==> config.mk <==
export PLATFORM = sky130hd
export DESIGN_NAME = ham_decode_pipe
export DESIGN_NICKNAME = d
export VERILOG_FILES = /design/src/rtl/ham_decode_pipe.sv
export SDC_FILE = /design/constraint.sdc
export NUM_CORES = 1
export LEC_CHECK = 0
export CELL_PAD_IN_SITES_DETAIL_PLACEMENT = 2
export CELL_PAD_IN_SITES_GLOBAL_PLACEMENT = 2
export CORE_MARGIN = 10
export CORE_UTILIZATION = 32
export CTS_BUF_LIST = sky130_fd_sc_hd__clkbuf_4
export DETAILED_ROUTE_END_ITERATION = 16
export GPL_ROUTABILITY_DRIVEN = 0
export GPL_TIMING_DRIVEN = 0
export PLACE_DENSITY = 0.79
export RECOVER_POWER = 100
export SYNTH_ARGS = -nofsm -noshare
export SYNTH_HDL_FRONTEND = slang
export SYNTH_SLANG_ARGS = --single-unit
==> constraint.sdc <==
create_clock -name clk -period 2.92 [get_ports clk]
set_input_delay 0.876 -clock clk [delete_from_list [all_inputs] [get_ports clk]]
set_output_delay 0.876 -clock clk [all_outputs]
set_load 0.1 [all_outputs]
==> src/rtl/ham_decode_pipe.sv <==
// rtl/ham_decode_pipe.sv - two-stage Hamming(7,4) pair decoder with valid/ready handshake
// and saturating word/error statistics counters.
module ham_decode_pipe #(
  parameter int CNT_W = 16
) (
  input  logic             clk,
  input  logic             rst,
  input  logic             in_valid,
  output logic             in_ready,
  input  logic [13:0]      ham_code,
  output logic             out_valid,
  input  logic             out_ready,
  output logic [7:0]       pcm_code,
  output logic [2:0]       syn_lo,
  output logic [2:0]       syn_hi,
  output logic             err_lo,
  output logic             err_hi,
  input  logic             cnt_clr,
  output logic [CNT_W-1:0] word_cnt,
  output logic [CNT_W-1:0] err_cnt
);

  function automatic logic [2:0] syndrome(input logic [6:0] c);
    return {c[2] ^ c[4] ^ c[5] ^ c[6],
            c[1] ^ c[3] ^ c[5] ^ c[6],
            c[0] ^ c[3] ^ c[4] ^ c[6]};
  endfunction

  // Syndrome value is not the bit index: parity bits sit at the power-of-two codes.
  function automatic logic [3:0] correct(input logic [6:0] c, input logic [2:0] s);
    logic [6:0] flip;
    case (s)
      3'b001:  flip = 7'b000_0001;
      3'b010:  flip = 7'b000_0010;
      3'b100:  flip = 7'b000_0100;
      3'b011:  flip = 7'b000_1000;
      3'b101:  flip = 7'b001_0000;
      3'b110:  flip = 7'b010_0000;
      3'b111:  flip = 7'b100_0000;
      default: flip = 7'b000_0000;
    endcase
    return (c ^ flip) >> 3;
  endfunction

  logic        s1_valid;
  logic [13:0] s1_code;
  logic [2:0]  s1_syn_lo;
  logic [2:0]  s1_syn_hi;
  logic        s2_load;
  logic        s1_load;
  logic        nxt_err_lo;
  logic        nxt_err_hi;
  logic [1:0]  err_inc;
  logic [CNT_W:0] err_sum;

  assign s2_load  = s1_valid && (!out_valid || out_ready);
  assign in_ready = !s1_valid || s2_load;
  assign s1_load  = in_valid && in_ready;

  assign nxt_err_lo = |s1_syn_lo;
  assign nxt_err_hi = |s1_syn_hi;
  assign err_inc    = {1'b0, nxt_err_lo} + {1'b0, nxt_err_hi};
  assign err_sum    = {1'b0, err_cnt} + {{(CNT_W-1){1'b0}}, err_inc};

  always_ff @(posedge clk or posedge rst) begin
    if (rst) begin
      s1_valid  <= 1'b0;
      s1_code   <= '0;
      s1_syn_lo <= '0;
      s1_syn_hi <= '0;
    end else begin
      if (in_ready) s1_valid <= in_valid;
      if (s1_load) begin
        s1_code   <= ham_code;
        s1_syn_lo <= syndrome(ham_code[6:0]);
        s1_syn_hi <= syndrome(ham_code[13:7]);
      end
    end
  end

  always_ff @(posedge clk or posedge rst) begin
    if (rst) begin
      out_valid <= 1'b0;
      pcm_code  <= '0;
      syn_lo    <= '0;
      syn_hi    <= '0;
      err_lo    <= 1'b0;
      err_hi    <= 1'b0;
    end else if (s2_load) begin
      out_valid <= 1'b1;
      pcm_code  <= {correct(s1_code[13:7], s1_syn_hi), correct(s1_code[6:0], s1_syn_lo)};
      syn_lo    <= s1_syn_lo;
      syn_hi    <= s1_syn_hi;
      err_lo    <= nxt_err_lo;
      err_hi    <= nxt_err_hi;
    end else if (out_ready) begin
      out_valid <= 1'b0;
    end
  end

  // Clear has priority over a same-cycle increment; both counters stick at all-ones.
  always_ff @(posedge clk or posedge rst) begin
    if (rst) begin
      word_cnt <= '0;
      err_cnt  <= '0;
    end else if (cnt_clr) begin
      word_cnt <= '0;
      err_cnt  <= '0;
    end else if (s2_load) begin
      if (word_cnt != '1) word_cnt <= word_cnt + 1'b1;
      err_cnt <= err_sum[CNT_W] ? '1 : err_sum[CNT_W-1:0];
    end
  end

endmodule

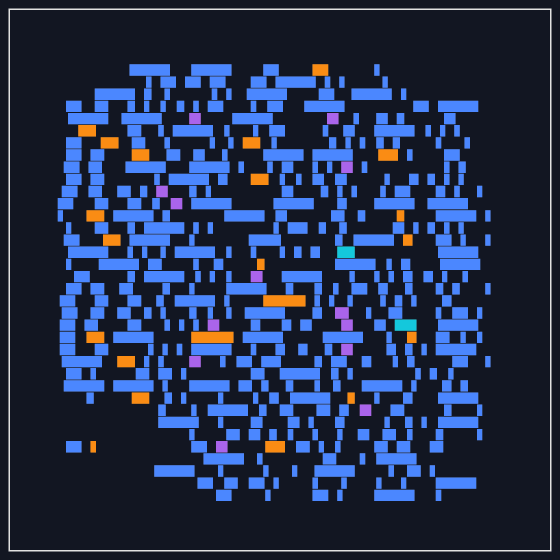
Figure 1: sizing map.
size	colour	cells	share
x6 and larger	cyan	2	0.48%
x3 and x4	purple	13	3.1%
x2	orange	21	5.0%
x1 and smaller	blue	385	91%
bufs w/o clock: 82
final non-filler cell area: 3960 um2
Syn-to-layout area delta: 21.5%
slack of the critical path: 0.0543 ns

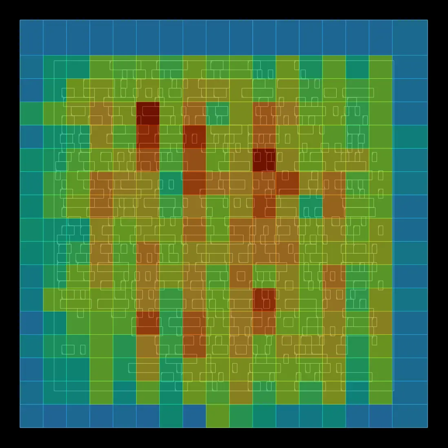
Figure 2: congestion heat map.
Wirelength per Cell: 17.7 um
grt met2 use: 24.4%

==> flow_metrics.env <==
# physical design summary
export IMPL_outcome="finished, final reports clean"
export IMPL_clkSinkCount=64
export IMPL_hold_end="syn_lo[0]"
export IMPL_power_top_group="registers"
export IMPL_clk_pin_slew_worst_paths_ns=0.11
export IMPL_wl_met3_um=402
export IMPL_hold_path_class="reg2reg"
export IMPL_pwr_share_clk_pct=19.4
export IMPL_grt_usage_pct=14.0
export IMPL_cts_buffers=9
export IMPL_intPower_mw=1.40
export IMPL_relSlewSlack_pct=5.89
export IMPL_via_count=2763
export IMPL_rsz0062_at_grt="no"
export IMPL_buf_share_pct=13.5
export IMPL_crit_fanout=3
export IMPL_fp_dieH_um=121
export IMPL_fin_nets=438
export IMPL_power_leakage_nw=1.54
export IMPL_route_detailed_drc=0
export IMPL_die_w_um=121
export IMPL_hold_ws_ns=0.494
export IMPL_crit_family="buffers and inverters"
export IMPL_critPathLaunch="out_ready"
export IMPL_final_max_slew_viol_count=0
export IMPL_ys_seq_elements=64
export IMPL_edf_count=0
export IMPL_fp_util_pct=33.0
export IMPL_wl_met1_um=4380
export IMPL_num_rows=36
export IMPL_cts_root_buf="clkbuf_4"
export IMPL_hold_start="syn_lo[0]"
export IMPL_ys_types=45
export IMPL_drv_cap=0
export IMPL_ys_cells=337
export IMPL_final_cell_count_no_fill=554
export IMPL_seqPwrFrac_pct=42.1
export IMPL_whs_path_depth=2
export IMPL_reg2reg_from="s1_syn_hi[2]"
export IMPL_reg2reg_depth=10
export IMPL_synth_area_top_cells="dfrtp_1, xnor2_1, nand2_1, nor2_1, mux2_2"
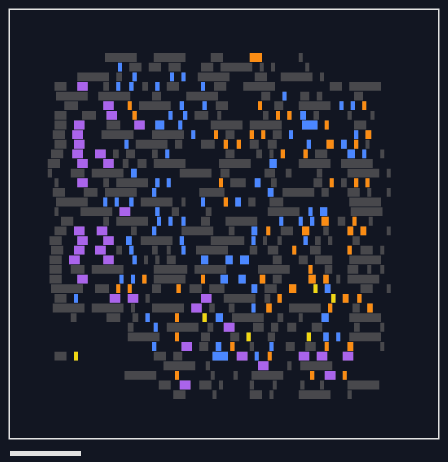
Figure 3: gate families picked out.
The bar under the picture is 20 um long.
family	colour	cells
nor cells	orange	56
nand cells	blue	80
inv cells	yellow	6
xor and xnor cells	purple	35

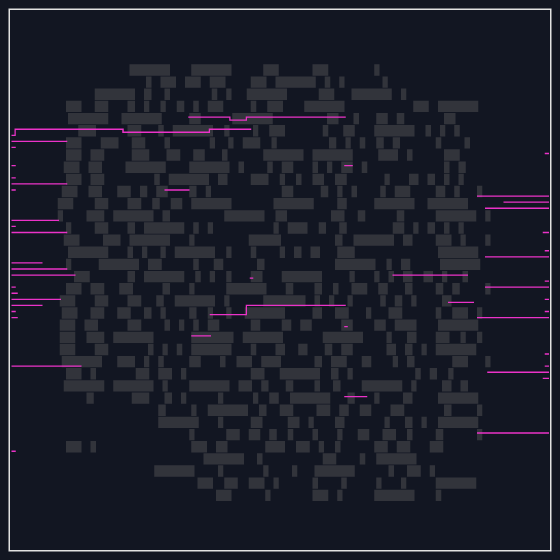
Figure 4: the metal 3 layer.
Cells faint in the background.
nets with wire on the layer	41
wire length on this layer	403 um
longest straight run	24.1 um
main direction	horizontal
share of all routed wire	4.1%

[through the flow]
stage,setup WS (ns),instance area (um2)
finish,0.0543,3960
global route,0.00308,3960
detailed placement,-0.729,4110
floorplan,0.0739,3260
global placement,-1.07,4100
CTS,0.00434,4180
[sequential cells by signal (all words and copies together) (netlist names)]
name,cells
out_valid,1
syn_lo,3
err_hi,1
pcm_code,8
s1_code,8
s1_valid,1
s1_syn_lo,3
err_lo,1
word_cnt,16
syn_hi,3
err_cnt,16
s1_syn_hi,3
[cells by family (layout without fill, tap and decap cells)]
family,count (synthesis),in the layout,synth area share [%]
XOR/XNOR,35,35,9.42
buffers and inverters,20,104,3.30
multiplexers,16,16,5.30
AND/OR/NAND/NOR,150,150,21.5
flip-flops,64,64,49.2
AND-OR/OR-AND,49,49,9.88
adder cells (fa/ha/maj),3,3,1.38
